## config.mk

```make
export PLATFORM = sky130hd
export DESIGN_NAME = pipelined_addsub
export DESIGN_NICKNAME = d
export VERILOG_FILES = /design/src/rtl/pipelined_addsub.sv
export SDC_FILE = /design/constraint.sdc
export NUM_CORES = 1
export LEC_CHECK = 0
export CORE_ASPECT_RATIO = 1.2
export CORE_MARGIN = 2
export CORE_UTILIZATION = 52
export CTS_CLUSTER_DIAMETER = 60
export DETAILED_ROUTE_END_ITERATION = 10
export PLACE_DENSITY = 0.83
export SLEW_MARGIN = 20
export SYNTH_ARGS = -nofsm -noshare
export SYNTH_HDL_FRONTEND = slang
export SYNTH_SLANG_ARGS = --single-unit
```

## constraint.sdc

```tcl
create_clock -name clk -period 3.7 [get_ports clk]
set_input_delay 0.74 -clock clk [delete_from_list [all_inputs] [get_ports clk]]
set_output_delay 0.74 -clock clk [all_outputs]
set_load 0.1 [all_outputs]
```

## src/rtl/pipelined_addsub.sv

```systemverilog
// rtl/pipelined_addsub.sv - chunked carry-chained pipelined add/sub with valid/ready and sum/carry/ovf/zero flags
// Optional signed saturation when ADDSUB_SAT_EN is defined.
module pipelined_addsub #(
    parameter int WIDTH  = 32,
    parameter int STAGES = 2
) (
    input  logic             clk,
    input  logic             rst,
    input  logic             in_valid,
    output logic             in_ready,
    input  logic [WIDTH-1:0] in_a,
    input  logic [WIDTH-1:0] in_b,
    input  logic             in_sub,
    input  logic             in_sat,
    output logic             out_valid,
    input  logic             out_ready,
    output logic [WIDTH-1:0] out_sum,
    output logic             out_cout,
    output logic             out_ovf,
    output logic             out_zero
);

    localparam int CHUNK = WIDTH / STAGES;
    localparam int L     = STAGES - 1;

    if (STAGES < 1 || STAGES > WIDTH || (WIDTH % STAGES) != 0) begin : g_bad_cfg
        $error("pipelined_addsub: STAGES must be 1..WIDTH and divide WIDTH");
    end

    logic             adv;
    logic [STAGES-1:0] pv, pc, sv, scin, nc;
    logic [WIDTH-1:0] pa [STAGES];
    logic [WIDTH-1:0] pb [STAGES];
    logic [WIDTH-1:0] ps [STAGES];
    logic [WIDTH-1:0] sa [STAGES];
    logic [WIDTH-1:0] sb [STAGES];
    logic [WIDTH-1:0] ss [STAGES];
    logic [WIDTH-1:0] ns [STAGES];
    logic [CHUNK:0]   part [STAGES];
    logic             raw_ovf, fin_zero, povf, pzero;
    logic [WIDTH-1:0] fin_sum;
`ifdef ADDSUB_SAT_EN
    logic             psat [STAGES];
    logic             ssat [STAGES];
`endif

    assign adv       = !pv[L] || out_ready;
    assign in_ready  = adv;
    assign out_valid = pv[L];
    assign out_sum   = ps[L];
    assign out_cout  = pc[L];
    assign out_ovf   = povf;
    assign out_zero  = pzero;

    // Operand source of each stage: the input ports for stage 0, otherwise the previous stage register.
    always_comb begin
        sv[0]   = in_valid;
        sa[0]   = in_a;
        sb[0]   = in_sub ? ~in_b : in_b;
        scin[0] = in_sub;
        ss[0]   = '0;
`ifdef ADDSUB_SAT_EN
        ssat[0] = in_sat;
`endif
        for (int k = 1; k < STAGES; k++) begin
            sv[k]   = pv[k-1];
            sa[k]   = pa[k-1];
            sb[k]   = pb[k-1];
            scin[k] = pc[k-1];
            ss[k]   = ps[k-1];
`ifdef ADDSUB_SAT_EN
            ssat[k] = psat[k-1];
`endif
        end
    end

    always_comb begin
        for (int k = 0; k < STAGES; k++) begin
            part[k] = {1'b0, sa[k][k*CHUNK +: CHUNK]} + {1'b0, sb[k][k*CHUNK +: CHUNK]}
                    + {{CHUNK{1'b0}}, scin[k]};
            ns[k] = ss[k];
            ns[k][k*CHUNK +: CHUNK] = part[k][CHUNK-1:0];
            nc[k] = part[k][CHUNK];
        end
    end

    // Overflow is judged on the wrapped sum; zero on whatever is finally presented.
    always_comb begin
        raw_ovf = (sa[L][WIDTH-1] == sb[L][WIDTH-1]) && (ns[L][WIDTH-1] != sa[L][WIDTH-1]);
        fin_sum = ns[L];
`ifdef ADDSUB_SAT_EN
        if (ssat[L] && raw_ovf) begin
            fin_sum = sa[L][WIDTH-1] ? {1'b1, {(WIDTH-1){1'b0}}} : {1'b0, {(WIDTH-1){1'b1}}};
        end
`endif
        fin_zero = (fin_sum == '0);
    end

    always_ff @(posedge clk) begin
        if (rst) begin
            pv    <= '0;
            pc    <= '0;
            povf  <= 1'b0;
            pzero <= 1'b0;
            for (int k = 0; k < STAGES; k++) begin
                ps[k] <= '0;
            end
        end else if (adv) begin
            pv <= sv;
            // Bubbles leave stage data untouched so a drained output keeps its last value.
            for (int k = 0; k < STAGES; k++) begin
                if (sv[k]) begin
                    pa[k] <= sa[k];
                    pb[k] <= sb[k];
                    pc[k] <= nc[k];
                    ps[k] <= (k == L) ? fin_sum : ns[k];
`ifdef ADDSUB_SAT_EN
                    psat[k] <= ssat[k];
`endif
                end
            end
            if (sv[L]) begin
                povf  <= raw_ovf;
                pzero <= fin_zero;
            end
        end
    end

endmodule
```

==> images/io_fan.png <==
Drawn at 4 px/µm.
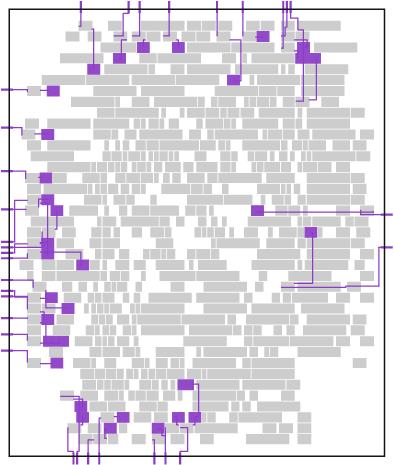
purple -> `in_b`  # bits 32, direction input, edge 14 west, 9 north, 7 south, 2 east, end cells 33, buffers 32, wire 497 µm
Top Ports: 107
# port buffers: 105

==> images/metal_density.png <==
Drawn at 3 px/µm. The die is cut into 19 by 22 equal tiles; dark blue is low, red is high, scaled to the fullest tile. Values are wire area over tile area, all layers added.
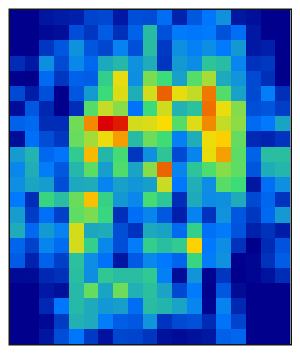
nearly empty tiles = 11%
emptiest ninth of the die = south-east
fullest tile = 0.57
total routing usage reported by global routing: 0.203
routed via count: 3686

==> flow_summary.yaml <==
# synthesis and place-and-route metrics
run_status:
  run_status: "finished clean"
global_route:
  grt_start_max_net_pins: 25
  globalRoute.totalOverflow: 0
  antenna_found_initial: 0
  vias_in_the_first_global_route: 3621
  grt_pass1_wl_mm: 16.8
yosys:
  post_synthesis_cells: 429
  asyncSetResetFlopFracSynth: 0
  synth_nets: 532
  ys_seq_share: 0.505
  area_reported_by_yosys_stat_um2: 4990
  netlist-cell-type-count: 62
  synth_largest_type_area_fraction: 0.481
  edf_count: 80
  postSynthAreaPerCell_um2: 11.6
  yosys.area.top_type: "edfxtp_1"
  yosys-top-cells-area: "edfxtp_1 48%, ha_1 7.5%, xor2_1 6.8%, nor2_1 3.2%, and2_1 2.6%"
  ys_ff: 86
  synth.yosys.warnings: 0
sta:
  maxClockFrequency_mhz: 306
  finalClockSkew_ps: 7.10
  finalHoldViolations: 0
  rsz0062_at_grt: "no"
  tightestPinTransition_ps: 1020
  fin_crit_sh: 0.883
  setup_viol_count_final: 0
  timing.max_slew.rel_slack: 0.315
  maxSlewViolCount: 0
  finalCriticalPeriod_ps: 3270
  setup_tns_ps: 0
placement:
  dp_hpwl_mm: 7.89
  placed_cell_area_um2: 6160
final_layout:
  fin_nets: 642
  layout_top_cells: "103 x clkdlybuf4s50_1, 80 x edfxtp_1, 42 x nor2_1"
  syn2layout_area_growth_pct: 29.0
  fillerInstances: 703
  multi_input_comb_area_um2: 2340
  mostFrequentLayoutCell: "clkdlybuf4s50_1"
  fraction_of_layout_cells_with_a_size_suffix_above_1: 0.0735
  final_area_um2: 6440
  seqCellArea_um2: 2520
  insertedDiodeCount: 0
  postLayoutCoreUtil: 0.684
floorplan:
  floorplan.initialDensity: 0.530
  chip_area_um2: 10400
  die_w_um: 93.5
  row_count: 39
  core_region_um2: 9420
  die_height_um: 111
setup_path:
  critical-path-max-stage-delay_ps: 500
  reg2reg_setup_slack_ps: 610
  reg2regPathDepth: 9
  critPathLaunch: "in_b[0]"
  ordered_list_of_cells_on_the_worst_path: "clkdlybuf4s50_1, mux2_2, fa_1, a211o_1, a21oi_1, o21a_1, o211ai_1, a41o_1, xnor2_1, nor2_1"
  timing.setup.critical_path_class: "in -> reg"
  end_kind: "flop"
  timing.critical_path.to: "ps[0][14]"
  timing.critical_path.fanout_max: 3
  critical_path.reg2reg.endpoint: "out_zero"
  timing.rr.start: "pb[0][16]"
  cpMaxStageDelayCell: "clkdlybuf4s50_1"
  critPathLaunchType: "input pin"
  critical_path_required_ps: 3790
cts:
  clk_latency_ps: 340
  numCtsBuffers: 9
  cts.clk_slew.worst_paths_ps: 60
  clock_tree.root_cell: "clkbuf_16"
  hold_buffers: 0
  cts.repair_timing.setup_buffer_count: 0
  cts.path.max_buffers: 2
  cts_resized: 0
  tritoncts: "yes"
  clock_sinks: 86
pwr:
  leakage_nw: 2.46
  power-per-cell-area_nw_per_um2: 457
  pg_comb_mw: 0.894
  p_comb_frac: 0.304
  powerClk_mw: 0.852
  power.clock.fraction: 0.290
  share_seq_of_total_power: 0.407
  swShare: 0.320
  worst_voltage_drop_across_the_vdd_grid_mv: 0.225
  total_power_mw: 2.94
  largestPowerGroup: "registers"
  power.internal_mw: 2.00
  powerSeq_mw: 1.20
run:
  cap_violations: 0
  tool_warnings: 27
drt:
  dr.first_iter.drc_count: 261
  detail-route-antenna-nets: 0
  drcViolationCount: 0
  drt-vias-per-instance: 5.53
  drt_pass1_iterations: 5
  wirelength_mm: 10.2
hold_path:
  min_delay_path_depth: 2
  hold_path.class: "reg -> reg"
  hold_path.startpoint: "out_ovf"
  worst_hold_path.endpoint: "out_ovf"
==> critical path, delay by kind of cell <==
| kind | cells | cell delay (ps) |
|---|---|---|
| xor+xnor | 1 | 140 |
| buf+inv | 1 | 500 |
| simple gates | 1 | 60 |
| fa+ha+maj | 1 | 420 |
| compound gates | 5 | 1130 |
| mux | 1 | 370 |
==> synth_stat cells, drive strengths merged (9+ instances only) <==
cell,instances
a21oi,24
and2,21
edfxtp,80
ha,30
inv,13
nand2,22
nand3,12
nor2,43
nor3,18
o21ai,9
xnor2,10
xor2,39
==> metal layers <==
layer	part of all wire	vias up	wire [µm]	global-route usage
li1	-	1815	-	-
met1	0.41	1730	4240	0.263
met2	0.50	129	5130	0.339
met3	0.071	12	724	0.0440
met4	0.014	0	145	0.0676
met5	0	-	0	0
==> flip-flops by register name (all words and copies together), names as in the netlist <==
| signal | flops |
|---|---|
| ps | 48 |
| pa | 16 |
| pv | 2 |
| pb | 16 |
| pc | 2 |
| out_ovf | 1 |
| out_zero | 1 |
==> logic make-up after synthesis <==
group	Yosys count	synth area share
multiplexers	4	0.00827
XOR/XNOR	49	0.0859
AND-OR/OR-AND	82	0.132
AND/OR/NAND/NOR	151	0.156
adder cells (fa/ha/maj)	33	0.0872
flip-flops	86	0.505
buffers and inverters	24	0.0256
==> cell type report <==
cell class / instances / area share
flip-flops and latches: 86 / 0.392
multi-input cells: 319 / 0.364
clock buffers: 13 / 0.0373
inverters: 13 / 0.00757
repair buffers: 110 / 0.170
well taps: 123 / 0.0239
clock inverters: 3 / 0.00602
==> through the flow <==
step	setup slack [ps]	hold WS [ps]	std cells
after detailed placement	132	472	651
after global placement	193	465	651
after CTS	458	489	667
final	433	484	667
after floorplan	368	488	429
after global routing	316	519	667
Power figures rest on the tool's default switching activity, not on a simulated workload.
